run_1/congestion.png
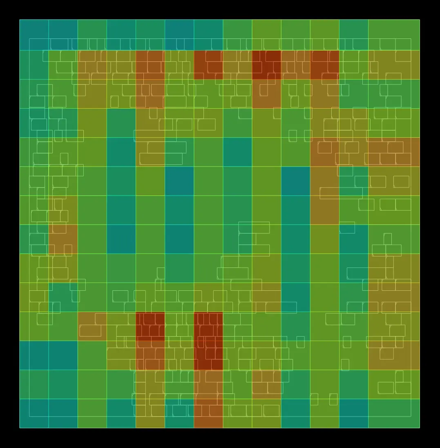
run_1/io_placement.png
Bar = 20 µm. Pins as bars across the die edge, other pins in grey.
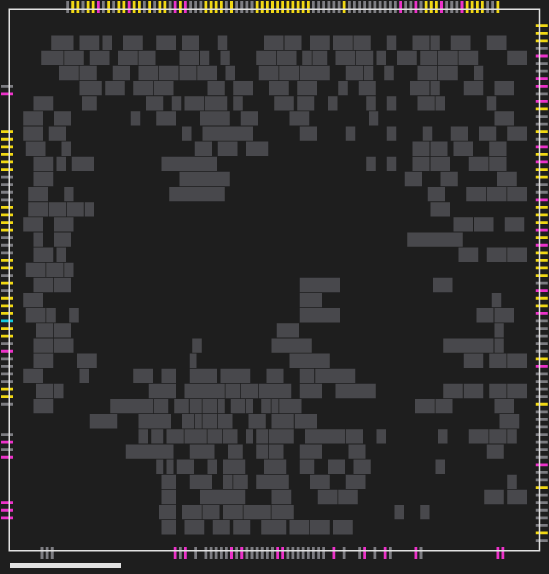
run_1/io_fan.png
Bar = 20 µm.
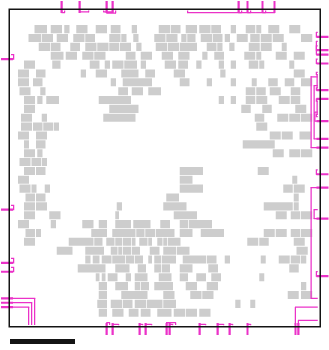
**config.mk**
```make
export PLATFORM = sky130hd
export DESIGN_NAME = srambank_arbiter_2p
export DESIGN_NICKNAME = d
export VERILOG_FILES = /design/src/rtl/srambank_arbiter_2p.sv
export SDC_FILE = /design/constraint.sdc
export NUM_CORES = 1
export LEC_CHECK = 0
export CORE_AREA = 2 2 93 95
export CTS_CLUSTER_DIAMETER = 30
export DETAILED_ROUTE_END_ITERATION = 10
export DIE_AREA = 0 0 95 97
export GPL_ROUTABILITY_DRIVEN = 0
export PLACE_DENSITY = 0.65
export SLEW_MARGIN = 30
export SYNTH_ARGS = -nofsm -noshare
export SYNTH_HDL_FRONTEND = slang
export SYNTH_SLANG_ARGS = --single-unit
```
**constraint.sdc**
```tcl
create_clock -name clk -period 1.7 [get_ports clk]
set_input_delay 0.17 -clock clk [delete_from_list [all_inputs] [get_ports clk]]
set_output_delay 0.17 -clock clk [all_outputs]
set_load 0.005 [all_outputs]
```
**src/rtl/srambank_arbiter_2p.sv**
```systemverilog
// srambank_arbiter_2p: two-port round-robin arbiter for one SRAM bank; define SRAMBANK_ARB_FIXED_PRIO_EN for fixed port-0 priority.
module srambank_arbiter_2p #(
  parameter int AW = 9,
  parameter int DW = 40
) (
  input  logic            clk,
  input  logic            reset,
  input  logic [1:0]      req_valid,
  output logic [1:0]      req_ready,
  input  logic [1:0]      req_we,
  input  logic [2*AW-1:0] req_addr,
  input  logic [2*DW-1:0] req_wdata,
  output logic [1:0]      rsp_valid,
  input  logic [1:0]      rsp_ready,
  output logic [DW-1:0]   rsp_rdata,
  output logic            sram_banksel,
  output logic            sram_read,
  output logic            sram_write,
  output logic [AW-1:0]   sram_addr,
  output logic [DW-1:0]   sram_wd,
  input  logic [DW-1:0]   sram_dout
);
  logic       pend_q, pend_d, owner_q, owner_d;
  logic       rsp_hs, read_ok, sel, any, rd_acc;
  logic [1:0] elig;
  assign rsp_hs  = pend_q & rsp_ready[owner_q];
  assign read_ok = ~pend_q | rsp_hs;
  assign elig    = req_valid & (req_we | {2{read_ok}});
`ifdef SRAMBANK_ARB_FIXED_PRIO_EN
  assign sel = ~elig[0];
`else
  logic last_q, last_d;
  assign sel    = &elig ? ~last_q : elig[1];
  assign last_d = any ? sel : last_q;
  always_ff @(posedge clk)
    last_q <= reset ? 1'b1 : last_d;
`endif
  assign any          = ~reset & |elig;
  assign req_ready    = any ? (sel ? 2'b10 : 2'b01) : 2'b00;
  assign sram_banksel = any;
  assign sram_write   = any & req_we[sel];
  assign sram_read    = any & ~req_we[sel];
  assign sram_addr    = any ? (sel ? req_addr[AW +: AW] : req_addr[0 +: AW]) : '0;
  assign sram_wd      = any ? (sel ? req_wdata[DW +: DW] : req_wdata[0 +: DW]) : '0;
  // a new read may replace a response that handshakes in the same cycle
  assign rd_acc    = any & ~req_we[sel];
  assign pend_d    = rd_acc | (pend_q & ~rsp_hs);
  assign owner_d   = rd_acc ? sel : owner_q;
  assign rsp_valid = pend_q ? (owner_q ? 2'b10 : 2'b01) : 2'b00;
  assign rsp_rdata = sram_dout;
  always_ff @(posedge clk) begin
    if (reset) begin
      pend_q  <= 1'b0;
      owner_q <= 1'b0;
    end else begin
      pend_q  <= pend_d;
      owner_q <= owner_d;
    end
  end
endmodule

```
==> flow_summary_export.csv <==
group,metric,value,unit
timing,fin_ws,-0.386,ns
timing,finalClockSkew,0.000629,ns
synth,synth.yosys.seq_area_share,5.29,%
power_and_ir_drop,irDropWorstVdd,0.203,mV
power_and_ir_drop,p_clk,0.205,mW
timing,fin_tns_setup,-17.61,ns
drt,wl,7080,µm
setup_path,reg2reg_depth,7,
global_routing,grt_usage,13.3,%
power_and_ir_drop,top_power_group,"combinational cells",
run,warnings,28,
setup_path,crit_end,"sram_wd[21]",
finish,n_all_buffers,207,
synth,post-synth-top-count-cell,"a22o_1",
global_routing,grt_pass1_vias,1758,
status,status,"finished, violations left",
synth,ys_sh_simple,9.91,%
setup_path,crit_fanout,10,
status,violations,"setup timing",
hold_path,min_delay_worst_endpoint,"rsp_rdata[27]",
setup_path,timing.rr.start,"owner_q$_SDFFE_PP0P_",
timing,setup-violations-final,54,
synth,ys_sh_aoi,45.6,%
power_and_ir_drop,internal_power,0.755,mW
synth,top_cell_area_share,37.8,%
finish,largest_class,"non-clock buffers",
floorplanning,n_tap_cell,105,
synth,top_area_cell,"a22o_1",
-- congestion.png (at the start) --
WL/cell: 17.6 µm
GRT met1 Usage: 15.5%

-- io_placement.png (at the start) --
colour	port	pins	direction	edge
magenta	sram_dout	40	input	13 right, 12 bottom, 8 top, 7 left
yellow	req_wdata	80	input	38 top, 22 right, 20 left
cyan	sram_banksel	1	output	left
all pins by edge	85 top, 69 right, 46 left, 42 bottom

-- io_fan.png (at the start) --
colour	port	bits	direction	edge	end cells	buffers	wire
magenta	sram_dout	40	input	13 right, 12 bottom, 8 top, 7 left	0	0	253 µm

